[src/rtl/cpu_ctrl_pkg.sv]
// Shared control-bundle field positions, bubble encodings and widths used by the
// opcode decoder and the ID/EX pipeline register.
package cpu_ctrl_pkg;

  localparam int CTRL_W   = 5;
  localparam int OPCODE_W = 4;

  // EX bundle: {ALUOP[2:0], MemRead, MemWrite}
  localparam int EX_ALUOP_MSB = 4;
  localparam int EX_ALUOP_LSB = 2;
  localparam int EX_MEMREAD   = 1;
  localparam int EX_MEMWRITE  = 0;

  // MEM bundle: {RegWrite, MemToReg, PCtoReg, Branch, Jump}
  localparam int MEM_REGWRITE = 4;
  localparam int MEM_MEMTOREG = 3;
  localparam int MEM_PCTOREG  = 2;
  localparam int MEM_BRANCH   = 1;
  localparam int MEM_JUMP     = 0;

  localparam logic [CTRL_W-1:0] BUBBLE_EX  = 5'b00000;
  localparam logic [CTRL_W-1:0] BUBBLE_MEM = 5'b00000;

endpackage

[src/rtl/id_ex_stage_hazard_detect.sv]
// Load-use hazard detection against the ID/EX register contents, and the
// combined upstream stall request.
module hazard_detect #(
  parameter int REG_ADDR_W = 6
) (
  input  logic                  ValidOut,
  input  logic                  MemRead,
  input  logic [REG_ADDR_W-1:0] RdOut,
  input  logic [REG_ADDR_W-1:0] RsIn,
  input  logic [REG_ADDR_W-1:0] RtIn,
  input  logic                  ValidIn,
  input  logic                  ExtStall,
  input  logic                  Flush,
  output logic                  LoadUse,
  output logic                  Stall
);

  // Address 0 is an ordinary register here, so no zero-register exemption.
  assign LoadUse = ValidOut & MemRead & ValidIn & ((RdOut == RsIn) | (RdOut == RtIn));

  // A flushed decode slot is dead, so its hazard need not hold the front end.
  assign Stall = ExtStall | (LoadUse & ~Flush);

endmodule

[src/rtl/id_ex_stage.sv]
// ID/EX pipeline register: captures decoder control bundles and operands, inserts
// bubbles on flush or load-use, freezes on external hold, counts bubbles.
module id_ex_stage
  import cpu_ctrl_pkg::*;
#(
  parameter int DATA_W     = 32,
  parameter int REG_ADDR_W = 6,
  parameter int CNT_W      = 16
) (
  input  logic                  clk,
  input  logic                  reset,
  input  logic                  ValidIn,
  input  logic [CTRL_W-1:0]     EXIn,
  input  logic [CTRL_W-1:0]     MEMIn,
  input  logic [DATA_W-1:0]     PCIn,
  input  logic [DATA_W-1:0]     RsDataIn,
  input  logic [DATA_W-1:0]     RtDataIn,
  input  logic [REG_ADDR_W-1:0] RsIn,
  input  logic [REG_ADDR_W-1:0] RtIn,
  input  logic [REG_ADDR_W-1:0] RdIn,
  input  logic                  Flush,
  input  logic                  ExtStall,
  output logic [CTRL_W-1:0]     EXOut,
  output logic [CTRL_W-1:0]     MEMOut,
  output logic [DATA_W-1:0]     PCOut,
  output logic [DATA_W-1:0]     RsDataOut,
  output logic [DATA_W-1:0]     RtDataOut,
  output logic [REG_ADDR_W-1:0] RdOut,
  output logic                  ValidOut,
  output logic                  Stall,
  output logic [CNT_W-1:0]      BubbleCount
);

  logic load_use;
  logic load_bubble;
  logic count_bubble;

  hazard_detect #(
    .REG_ADDR_W(REG_ADDR_W)
  ) u_hazard (
    .ValidOut (ValidOut),
    .MemRead  (EXOut[EX_MEMREAD]),
    .RdOut    (RdOut),
    .RsIn     (RsIn),
    .RtIn     (RtIn),
    .ValidIn  (ValidIn),
    .ExtStall (ExtStall),
    .Flush    (Flush),
    .LoadUse  (load_use),
    .Stall    (Stall)
  );

  assign load_bubble  = Flush | load_use;
  // Flushing an empty slot inserts nothing new, so it is not counted.
  assign count_bubble = Flush ? ValidIn : load_use;

  always_ff @(posedge clk or posedge reset) begin
    if (reset) begin
      EXOut       <= BUBBLE_EX;
      MEMOut      <= BUBBLE_MEM;
      PCOut       <= '0;
      RsDataOut   <= '0;
      RtDataOut   <= '0;
      RdOut       <= '0;
      ValidOut    <= 1'b0;
      BubbleCount <= '0;
    end else if (!ExtStall) begin
      PCOut     <= PCIn;
      RsDataOut <= RsDataIn;
      RtDataOut <= RtDataIn;
      RdOut     <= RdIn;
      if (load_bubble || !ValidIn) begin
        EXOut    <= BUBBLE_EX;
        MEMOut   <= BUBBLE_MEM;
        ValidOut <= 1'b0;
      end else begin
        EXOut    <= EXIn;
        MEMOut   <= MEMIn;
        ValidOut <= 1'b1;
      end
      if (count_bubble && (BubbleCount != {CNT_W{1'b1}}))
        BubbleCount <= BubbleCount + CNT_W'(1);
    end
  end

endmodule
[config.mk]
export PLATFORM = sky130hd
export DESIGN_NAME = id_ex_stage
export DESIGN_NICKNAME = d
export VERILOG_FILES = /design/src/rtl/cpu_ctrl_pkg.sv /design/src/rtl/id_ex_stage_hazard_detect.sv /design/src/rtl/id_ex_stage.sv
export SDC_FILE = /design/constraint.sdc
export NUM_CORES = 1
export LEC_CHECK = 0
export CAP_MARGIN = 20
export CELL_PAD_IN_SITES_DETAIL_PLACEMENT = 1
export CELL_PAD_IN_SITES_GLOBAL_PLACEMENT = 1
export CORE_UTILIZATION = 31
export DETAILED_ROUTE_END_ITERATION = 10
export GPL_TIMING_DRIVEN = 0
export PLACE_DENSITY_LB_ADDON = 0.1
export SLEW_MARGIN = 10
export SYNTH_ARGS = -nofsm -noshare
export SYNTH_HDL_FRONTEND = slang
export SYNTH_HIERARCHICAL = 1
export SYNTH_SLANG_ARGS = --single-unit
[constraint.sdc]
create_clock -name clk -period 4.5 [get_ports clk]
set_input_delay 0.45 -clock clk [delete_from_list [all_inputs] [get_ports clk]]
set_output_delay 0.45 -clock clk [all_outputs]
set_load 0.01 [all_outputs]
==> results.json, run 1 <==
{
  "crit_required_ns": 4.05,
  "transition_at_the_pin_with_the_smallest_max_transition_slack_ns": 0.5118,
  "final_nets": 745,
  "drt_iter0_markers": 104,
  "post_synth_fa_ha_maj_area_fraction_pct": 0.2431,
  "comb_area_um2": 1833,
  "post_synth.cell_area_avg_um2": 15.27,
  "area_delta_synth_final_pct": 68.27,
  "report.final.setup_viol": 0,
  "critPathKind": "flop to output pin",
  "die_h_um": 130.8,
  "synth.comb.largest_family": "multiplexers",
  "ys_sh_simple_pct": 5.422,
  "post-cts-setup-buffers": 0,
  "fin_cells": 844,
  "worst_skew_late_latency_ns": 0.42,
  "edf_count": 0,
  "final_cell_area_um2": 8660,
  "drv_cap": 0,
  "ys_area_um2": 5146,
  "wl_per_cell_um": 18.54,
  "pwr_density_cell_nw_per_um2": 402.5,
  "yosys_most_used_dff": "dfrtp_1",
  "worstPathArrival_ns": 2.42,
  "crit_family": "buffers and inverters",
  "finalHoldViolations": 0,
  "grt_first_pass_wirelength_um": 23780,
  "mappedNetlistNets": 467,
  "gr-usage-met2_pct": 33.24,
  "grt.busiest_layer": "met2",
  "finalHoldWorstSlack_ns": 0.4492,
  "syn-cell-area_um2": 5146,
  "design.portCount": 259,
  "post_synth_mux_area_share_pct": 23.24,
  "timing_max_transition_violations_final": 0,
  "groute.usage.overall_pct": 19.07,
  "postCtsHoldBufs": 0,
  "synth_compound_gate_area_share_pct": 2.456,
  "run_status": "finished clean",
  "grt-ovfl-total": 0,
  "count_of_cell_types_in_the_netlist": 34,
  "post_detailed_placement_cell_area_um2": 8031,
  "chipArea_um2": 17120,
  "cp-end-kind": "output pin",
  "routed_wl_um": 15650,
  "cp_max_fo": 4,
  "avgViaCountPerCell": 4.572,
  "cpMaxStageDelayCell": "clkdlybuf4s50_1",
  "yosysCellCount": 337,
  "ys_async_rst_share_pct": 100.0,
  "cts-buffers-inserted": 17,
  "cellLeakagePower_nw": 3.576,
  "clk_transition_reported_paths_ns": 0.06,
  "ir_worst_vdd_uv": 254.4,
  "crit_path_cell_trace": "xor2_1 -> nor4_1 -> a22oi_1 -> o31ai_2 -> clkdlybuf4s50_1",
  "cts_root_buf": "clkbuf_16",
  "dr_total_vias": 3859,
  "fmax_ghz": 0.3483,
  "critical_path.max_stage_delay_ns": 0.59,
  "yosys.area_share.xor_xnor_pct": 4.255,
  "clk_path_buf_depth": 2,
  "tritoncts_clock_tree": "yes",
  "warning_count": 26,
  "yosysWarnings": 6,
  "finalWorstPathRequiredPeriod_ns": 2.871,
  "drive_above_1_share_pct": 25.32,
  "ctsHtreeMaxLevel": 4,
  "grt_antenna_before_repair": 0,
  "clkSinkCount": 129,
  "seqCellArea_um2": 3228,
  "drc": 0,
  "hold_path.class": "primary input to asynchronous set/reset pin",
  "cts_repair_resize_count": 0,
  "globalRouteMet3Util_pct": 8.998,
  "die_w_um": 130.8,
  "crit_path_start_kind": "flop",
  "iteration_count_of_the_initial_detailed_routing_pass": 4,
  "netlist_instances": 337,
  "grt_max_degree": 81
}
==> run 1: cell usage in the layout (no fill, tap or decap), drive strengths merged, types with 5 or more instances in the layout <==
| cell | count |
|---|---|
| nor2 | 5 |
| dfrtp | 129 |
| xnor2 | 12 |
| a22o | 10 |
| clkdlybuf4s50 | 258 |
| clkinv | 7 |
| mux2 | 105 |
| nand4 | 7 |
| xor2 | 13 |
| nand3 | 9 |
| clkbuf | 19 |
| buf | 15 |
==> run 1: registers in the layout (all words and copies together) (netlist names) <==
signal       flops
BubbleCount     16
RdOut            6
EXOut            5
ValidOut         1
RtDataOut       32
RsDataOut       32
MEMOut           5
PCOut           32
==> run 1: routing by layer <==
layer	wire length, µm	vias up
met5	0	-
met4	307	0
met3	1542	20
met2	8271	148
met1	5529	1936
li1	-	1755
==> run 1: report_power, final <==
group	leakage, nW	internal (mW)	switching (mW)
Sequential	1.56	1.28	0.0891
Combinational	1.72	0.416	0.231
Clock	0.302	0.939	0.532
Total	3.58	2.63	0.852
==> run 1: cell type report <==
class	count	area share, %
Buffer	15	0.8525
Multi-Input combinational cell	190	21.17
Sequential cell	129	37.28
Inverter	3	0.1878
Clock buffer	18	5.072
Clock inverter	14	2.182
Timing Repair Buffer	259	30.14
Tap cell	216	3.121
==> run 1: Yosys cell counts, types with 3 or more instances <==
library cell	n	area share [%]
xor2_1	13	2.2
nand3_1	9	0.88
inv_1	3	0.22
dfrtp_1	129	63
nand2_1	3	0.22
and3_1	3	0.36
buf_2	14	1.4
nor2_1	4	0.29
a22o_1	10	1.7
xnor2_1	12	2.0
mux2_2	103	23
nand4_1	7	0.85
==> run 1: through the flow <==
step	setup slack [ns]	TNS [ns]	power (mW)	utilization [%]
2_1_floorplan	0.6090	0	1.613	-
3_3_place_gp	-1.340	-171.82	2.016	49.81
3_5_place_dp	1.646	0	2.045	50.02
4_1_cts	1.610	0	3.535	53.93
5_1_grt	1.494	0	3.636	53.93
6_report	1.629	0	3.486	53.93
==> run 1: final timing paths <==
path                                           start                         end  slack (ns)  depth (start not counted)
worst max-delay path            RdOut[1]$_DFFE_PP0N_                       Stall        1.63                          5
worst min-delay path                           reset        PCOut[8]$_DFFE_PP0N_        0.45                          2
min in group clk                PCOut[7]$_DFFE_PP0N_        PCOut[7]$_DFFE_PP0N_        0.50                          1
worst min register to register  PCOut[7]$_DFFE_PP0N_        PCOut[7]$_DFFE_PP0N_        0.50                          1
worst max register to register  RdOut[1]$_DFFE_PP0N_  BubbleCount[1]$_DFFE_PP0P_        2.06                          8
max in group asynchronous                      reset       PCOut[31]$_DFFE_PP0N_        3.30                          3
==> run 1: kinds of logic (layout without fill, tap and decap cells) <==
group,count (synthesis),after routing
AND-OR/OR-AND,14,14
XOR/XNOR,25,25
buffers and inverters,18,309
AND/OR/NAND/NOR,44,44
adder cells (fa/ha/maj),1,1
flip-flops,129,129
multiplexers,106,106
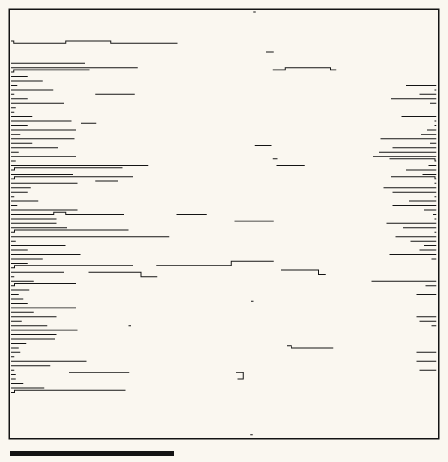
run_1/m3.png
Scale bar: 50 µm.
main direction	horizontal
share of all routed wire	9.9%
nets with wire on the layer	127
wire length on this layer	1540 µm

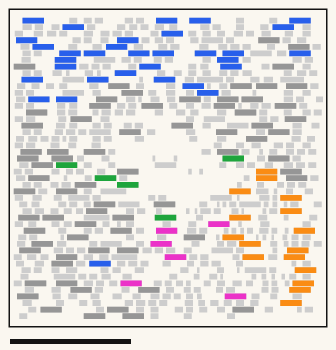
run_1/ff_map.png
Scale bar: 50 µm. Other sequential cells in the stronger gray, the rest of the logic in the fainter gray.
color	signal	placed flops
blue	RsDataOut	32
magenta	RdOut	6
orange	BubbleCount	16
green	EXOut	5
not colored	70

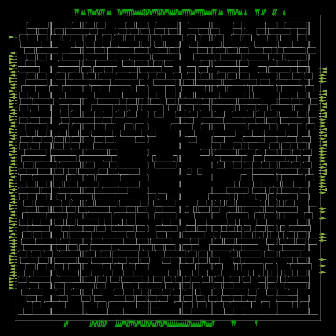
run_1/placed.png
floorplan core area: 16060 µm²
number of well-tap cells placed: 216
count of flip-flops and latches: 129
number of core rows: 46
filler cell count: 1574

==> run 2: changes to the inputs <==
--- a/config.mk
+++ b/config.mk
@@ -8,7 +8,7 @@
 export CAP_MARGIN = 20
 export CELL_PAD_IN_SITES_DETAIL_PLACEMENT = 1
 export CELL_PAD_IN_SITES_GLOBAL_PLACEMENT = 1
-export CORE_UTILIZATION = 31
+export CORE_UTILIZATION = 28
 export DETAILED_ROUTE_END_ITERATION = 10
 export GPL_TIMING_DRIVEN = 0
 export PLACE_DENSITY_LB_ADDON = 0.1
==> constraint.sdc (replaced) <==
create_clock -name clk -period 2.4 [get_ports clk]
set_input_delay 0.24 -clock clk [delete_from_list [all_inputs] [get_ports clk]]
set_output_delay 0.24 -clock clk [all_outputs]
set_load 0.01 [all_outputs]
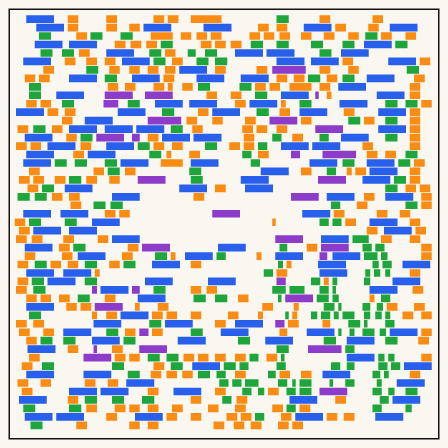
run_2/class_map.png
color	class	cells	share of their area
green	remaining logic cells	193	22%
purple	clock drivers and dummy loads	32	7.4%
orange	remaining buffers and delay cells	280	33%
blue	registers	129	38%
Layout Cell Area excl Fill: 8766 µm²
floorplan core area: 17960 µm²

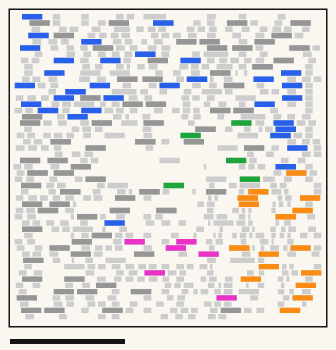
run_2/ff_map.png
Scale bar: 50 µm. Other sequential cells in the stronger gray, the rest of the logic in the fainter gray.
color	signal	placed flops
blue	RsDataOut	32
magenta	RdOut	6
green	EXOut	5
orange	BubbleCount	16

==> results.json, run 2 <==
{
  "chipArea_um2": 18930,
  "post_synth_fa_ha_maj_area_fraction_pct": 0.2431,
  "yosys_most_used_dff": "dfrtp_1",
  "totalPowerFinal_mw": 6.529,
  "final_nets": 751,
  "drv_cap": 0,
  "groute.usage.overall_pct": 16.47,
  "clkSinkCount": 129,
  "r2r_start": "RdOut[1]$_DFFE_PP0N_",
  "cp_max_fo": 6,
  "ir_worst_vdd_uv": 490.3,
  "area_leaders": "dfrtp_1 (63%), mux2_2 (23%), xor2_1 (2.2%)",
  "warning_count": 26,
  "ff2ff_setup_slack_ns": 0.10,
  "hold_path.class": "primary input to asynchronous set/reset pin",
  "post_detailed_placement_cell_area_um2": 8107,
  "avgViaCountPerCell": 4.470,
  "transition_at_the_pin_with_the_smallest_max_transition_slack_ns": 0.4633,
  "yosysMostFrequentCell": "dfrtp_1",
  "netlist_instances": 337,
  "synth-seq-cells": 129,
  "cellLeakagePower_nw": 3.608,
  "p_comb_share_pct": 18.8,
  "clk_path_buf_depth": 2,
  "grt_max_degree": 37,
  "ys_async_rst_share_pct": 100.0,
  "synth_compound_gate_area_share_pct": 2.456,
  "pwr-share-seq_pct": 39.2,
  "grt-ovfl-total": 0,
  "drc": 0,
  "cts_root_buf": "clkbuf_16",
  "cp_num_cells": 8,
  "timing_max_transition_violations_final": 0,
  "cp-end-kind": "flop",
  "post_synth_mux_area_share_pct": 23.24,
  "clkPwrFrac_pct": 42.0,
  "crit_path_cell_trace": "xor2_1 -> nor4_1 -> a22oi_1 -> nor2_1 -> mux2i_2 -> nor2_4 -> and2_1 -> mux2_4",
  "drt_iter0_markers": 81,
  "rr_endpoint": "BubbleCount[1]$_DFFE_PP0P_",
  "drive_above_1_share_pct": 26.18,
  "cpMaxStageDelayCell": "dfrtp_1",
  "die_w_um": 137.6,
  "ys_area_um2": 5146,
  "grt_antenna_before_repair": 0,
  "wl_per_cell_um": 17.73,
  "crit_family": "simple AND/OR/NAND/NOR gates",
  "clk_transition_reported_paths_ns": 0.06,
  "report.final.setup_viol": 0,
  "final_cell_mix": "clkdlybuf4s50_1 (257), dfrtp_1 (129), mux2_2 (103), clkbuf_16 (17), buf_2 (14)",
  "worstSetupEndpoint": "BubbleCount[1]$_DFFE_PP0P_",
  "worstPathArrival_ns": 2.59,
  "count_of_cell_types_in_the_netlist": 34,
  "pwr_density_cell_nw_per_um2": 744.8,
  "design.portCount": 259,
  "top_cell_area_share_pct": 62.73,
  "cts-buffers-inserted": 17,
  "ctsHtreeMaxLevel": 4,
  "yosys.area_share.xor_xnor_pct": 4.255,
  "tritoncts_clock_tree": "yes",
  "yosys.stat.seqShare_pct": 62.73,
  "dr_total_vias": 3858,
  "largestRegisters": "PCOut: 32 flops, RsDataOut: 32 flops, RtDataOut: 32 flops",
  "power_switching_mw": 1.567,
  "worst_skew_late_latency_ns": 0.41,
  "crit_path_start_kind": "flop",
  "ys_top_cells_by_count": "dfrtp_1 (129), mux2_2 (103), buf_2 (14)",
  "yosysWarnings": 6,
  "fraction_of_power_spent_switching_nets_pct": 24.01,
  "edf_count": 0,
  "routed_wl_um": 15300,
  "iteration_count_of_the_initial_detailed_routing_pass": 4,
  "finalHoldViolations": 0,
  "syn-cell-area_um2": 5146,
  "critPathKind": "flop to flop",
  "power_report.internal_total_mw": 4.962,
  "grt_first_pass_wirelength_um": 23080,
  "skew_ns": 0.005434,
  "run_status": "finished clean",
  "critPathLaunch": "RdOut[1]$_DFFE_PP0N_",
  "ys_sh_simple_pct": 5.422,
  "critical_path.max_stage_delay_ns": 0.43,
  "area_delta_synth_final_pct": 70.34,
  "die_h_um": 137.6,
  "most_common_logic_cell_in_the_routed_design": "clkdlybuf4s50_1",
  "placementRows": 49,
  "gpl.final_weighted_congestion": 0.7358,
  "crit_required_ns": 2.70,
  "synth.comb.largest_family": "multiplexers",
  "fmax_ghz": 0.4355,
  "reg2reg_depth": 8,
  "mappedNetlistNets": 467,
  "synth_top_cell_by_area": "dfrtp_1",
  "post_synth.cell_area_avg_um2": 15.27,
  "finalWorstPathRequiredPeriod_ns": 2.296,
  "yosysCellCount": 337
}
run 2: kinds of logic (layout without fill, tap and decap cells):
family                     count (synthesis)  count (layout)
buffers and inverters                     18             315
xor gates and xnor gates                  25              25
DFF                                      129             129
and+or+nand+nor                           44              44
muxes                                    106             106
adders and majority gates                  1               1
AOI/OAI and AO/OA                         14              14
run 2: layer usage:
layer / routed length [µm] / up-vias / part of all wire, % / track usage, %
met1: 5692 / 1951 / 37 / 17.95
li1: - / 1763 / - / -
met5: 0 / - / 0 / 0
met3: 1254 / 16 / 8.2 / 6.696
met2: 8131 / 128 / 53 / 28.14
met4: 225 / 0 / 1.5 / 6.960
run 2: per-stage QoR:
stage	setup TNS [ns]	hold WS, ns	instances	worst slack, ns	utilization (%)
2_1_floorplan	0	0.3725	337	0.2791	-
3_3_place_gp	-91.74	0.4856	824	-0.7153	44.64
3_5_place_dp	-0.9676	0.4934	828	-0.2691	45.13
4_1_cts	0	0.1879	860	0.03710	48.65
5_1_grt	-0.09899	0.2099	863	-0.04049	48.80
6_report	0	0.2045	863	0.1037	48.80
run 2: repair_timing:
item                                    4_1_cts  5_1_grt
endpoints found under the setup margin        2        6
hold buffers                                  0        0
setup buffers                                 0        3
resized                                       2        4
pin swaps                                     0        3
run 2: power by group through the flow:
stage                     clock network [mW]  logic (mW)  registers [mW]
after CTS                               2.84        1.25            2.56
after detailed placement                   0        1.24            2.60
after global routing                    2.94        1.32            2.59
final                                   2.74        1.23            2.56
after floorplan                            0       0.345            2.68
after global placement                     0        1.20            2.58
run 2: how the worst min path moves through the flow:
stage,endpoint,cells past startpoint
floorplan,EXOut[0]$_DFFE_PP0N_,1
global placement,RsDataOut[12]$_DFFE_PP0N_,1
detailed placement,PCOut[20]$_DFFE_PP0N_,1
CTS,RsDataOut[18]$_DFFE_PP0N_,2
global route,RsDataOut[18]$_DFFE_PP0N_,2
finish,RsDataOut[18]$_DFFE_PP0N_,2
run 2: layout make-up:
cell class	count	area, µm²
buffer	15	73.82
clock buffer	20	446.7
clock inverter	12	182.7
fill	1837	9198
inverter	3	15.01
multi-input combinational	190	1848
sequential	129	3228
tap	229	286.5
timing repair buffer	265	2685
==> run 3: changes to the inputs <==
--- a/config.mk
+++ b/config.mk
@@ -12,7 +12,7 @@
 export DETAILED_ROUTE_END_ITERATION = 10
 export GPL_TIMING_DRIVEN = 0
 export PLACE_DENSITY_LB_ADDON = 0.1
-export SLEW_MARGIN = 10
+export SLEW_MARGIN = 20
 export SYNTH_ARGS = -nofsm -noshare
 export SYNTH_HDL_FRONTEND = slang
 export SYNTH_HIERARCHICAL = 1
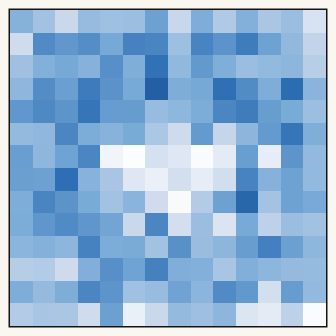
run_3/util_map.png
14 x 14 tiles, from white (low) to dark blue (high), 0 to 100% covered.
tiles over 75% full	2.0%
nearly empty tiles	0.50%
emptiest ninth of the die	center
fullest tile	81%
mean over tiles	45%
fp util: 28.65%
utilization of the core after routing: 48.75%

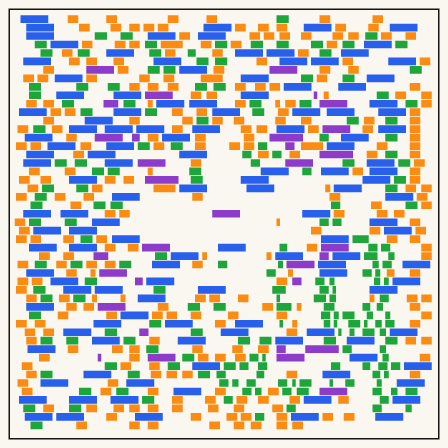
run_3/class_map.png
color	class	cells	share of their area
purple	clock drivers and dummy loads	32	7.5%
orange	remaining buffers and delay cells	278	32%
blue	registers	129	38%
green	remaining logic cells	193	22%
Seq area share: 36.86%
Layout Cell Area excl Fill: 8757 µm²
number of core rows: 49

==> results.json, run 3 <==
{
  "worstSetupEndpoint": "Stall",
  "finalHoldViolations": 0,
  "mappedNetlistNets": 467,
  "ff2ff_setup_slack_ns": 0.15,
  "gr-usage-met2_pct": 28.00,
  "reg2reg_depth": 8,
  "top_cell_area_share_pct": 62.73,
  "ys_top_cells_by_count": "dfrtp_1 (129), mux2_2 (103), buf_2 (14)",
  "count_of_cell_types_in_the_netlist": 34,
  "die_w_um": 137.6,
  "ctsHtreeMaxLevel": 4,
  "most_common_logic_cell_in_the_routed_design": "clkdlybuf4s50_1",
  "tritoncts_clock_tree": "yes",
  "drive_above_1_share_pct": 25.79,
  "design.portCount": 259,
  "syn-cell-area_um2": 5146,
  "grt-ovfl-total": 0,
  "die_h_um": 137.6,
  "critPathLaunch": "RdOut[2]$_DFFE_PP0N_",
  "transition_at_the_pin_with_the_smallest_max_transition_slack_ns": 0.4640,
  "gpl.final_weighted_congestion": 0.7358,
  "cts_root_buf": "clkbuf_16",
  "synth-seq-cells": 129,
  "area_delta_synth_final_pct": 70.17,
  "placement.setup.worst_slack_ns": -0.2729,
  "drv_cap": 0,
  "fillCellCount": 1813,
  "globalRouteMet3Util_pct": 7.064,
  "hold_path.class": "primary input to asynchronous set/reset pin",
  "global_route.usage.met1_pct": 18.12,
  "final_nets": 749,
  "worst_skew_late_latency_ns": 0.42,
  "crit_required_ns": 2.16,
  "critical_path.max_stage_delay_ns": 0.42,
  "final_cell_mix": "clkdlybuf4s50_1 (257), dfrtp_1 (129), mux2_2 (103), clkbuf_16 (17), buf_2 (14)",
  "ir_worst_vdd_uv": 509.7,
  "grt.busiest_layer": "met2",
  "dr_total_vias": 3857,
  "r2r_start": "RdOut[2]$_DFFE_PP0N_",
  "largestRegisters": "PCOut: 32 flops, RsDataOut: 32 flops, RtDataOut: 32 flops",
  "clkSinkCount": 129,
  "timing_max_transition_violations_final": 0,
  "worstPathArrival_ns": 2.02,
  "post_synth.cell_area_avg_um2": 15.27,
  "warning_count": 26,
  "wl_per_cell_um": 17.70,
  "drt_iter0_markers": 78,
  "fin_cells": 861,
  "pwr_density_cell_nw_per_um2": 753.0,
  "cpMaxStageDelayCell": "dfrtp_1",
  "cellLeakagePower_nw": 3.604,
  "netlist_instances": 337,
  "rr_endpoint": "BubbleCount[1]$_DFFE_PP0P_",
  "post-route-worst-setup-slack_ns": 0.1378,
  "ys_area_um2": 5146,
  "clk_transition_reported_paths_ns": 0.06,
  "avgViaCountPerCell": 4.480,
  "yosysCellCount": 337,
  "grt_first_pass_wirelength_um": 23200,
  "run_status": "finished clean",
  "cp_num_cells": 5,
  "crit_family": "flip-flops",
  "grt_antenna_before_repair": 0,
  "finalWorstPathRequiredPeriod_ns": 2.262,
  "yosysWarnings": 6,
  "post_detailed_placement_cell_area_um2": 8099,
  "cts-buffers-inserted": 17,
  "area_leaders": "dfrtp_1 (63%), mux2_2 (23%), xor2_1 (2.2%)",
  "floorplan.core_area_um2": 17960,
  "cp-end-kind": "output pin",
  "edf_count": 0,
  "critPathKind": "flop to output pin",
  "clk_path_buf_depth": 2
}
[run 3: cell counts after synthesis]
No cell type changed its count.
[run 3: power breakdown]
part           internal [mW]  switching (mW)  leakage (nW)
logic                  0.790           0.435          1.74
clock network           1.80            1.01         0.304
registers               2.40           0.158          1.56
[run 3: kinds of logic (layout without fill, tap and decap cells)]
logic type      after synthesis  after routing  synth area share [%]
fa+ha+maj                     1              1                0.2431
xor+xnor                     25             25                 4.255
mux                         106            106                 23.24
compound gates               14             14                 2.456
buf+inv                      18            313                 1.653
flops                       129            129                 62.73
simple gates                 44             44                 5.422
[run 3: final cells by class]
type                       instances  area, µm²  area share (%)
sequential                       129       3228           36.86
timing repair buffer             263       2670           30.49
multi-input combinational        190       1844           21.06
clock buffer                      21      460.4           5.258
tap                              229      286.5           3.272
clock inverter                    11      178.9           2.043
buffer                            15      73.82          0.8430
inverter                           3      15.01          0.1715
[run 3: what timing repair did]
action | 4_1_cts | 5_1_grt
setup buffers | 0 | 1
pin swaps | 0 | 2
gates resized | 2 | 3
endpoints found under the setup margin | 2 | 3
[run 3: stage by stage]
step | total power, mW | hold WS (ns)
detailed placement | 3.836 | 0.4930
global route | 6.893 | 0.2015
floorplan | 3.025 | 0.3725
global placement | 3.778 | 0.4856
CTS | 6.691 | 0.1829
finish | 6.594 | 0.1889
[run 3: how the worst min path moves through the flow]
stage                                endpoint                      start  cells after the start
finish              RtDataOut[29]$_DFFE_PP0N_                      reset                      2
global route        RtDataOut[29]$_DFFE_PP0N_                      reset                      2
CTS                 RtDataOut[29]$_DFFE_PP0N_                      reset                      2
detailed placement  RtDataOut[15]$_DFFE_PP0N_  RtDataOut[15]$_DFFE_PP0N_                      1
global placement    RsDataOut[12]$_DFFE_PP0N_  RsDataOut[12]$_DFFE_PP0N_                      1
floorplan                EXOut[0]$_DFFE_PP0N_                    EXIn[0]                      1
[run 3: metal layers]
layer	wire length, µm	up-vias
met2	7995	138
met4	355	0
met5	0	-
li1	-	1770
met1	5586	1924
met3	1304	25
Power is estimated from default activity; no workload was simulated.
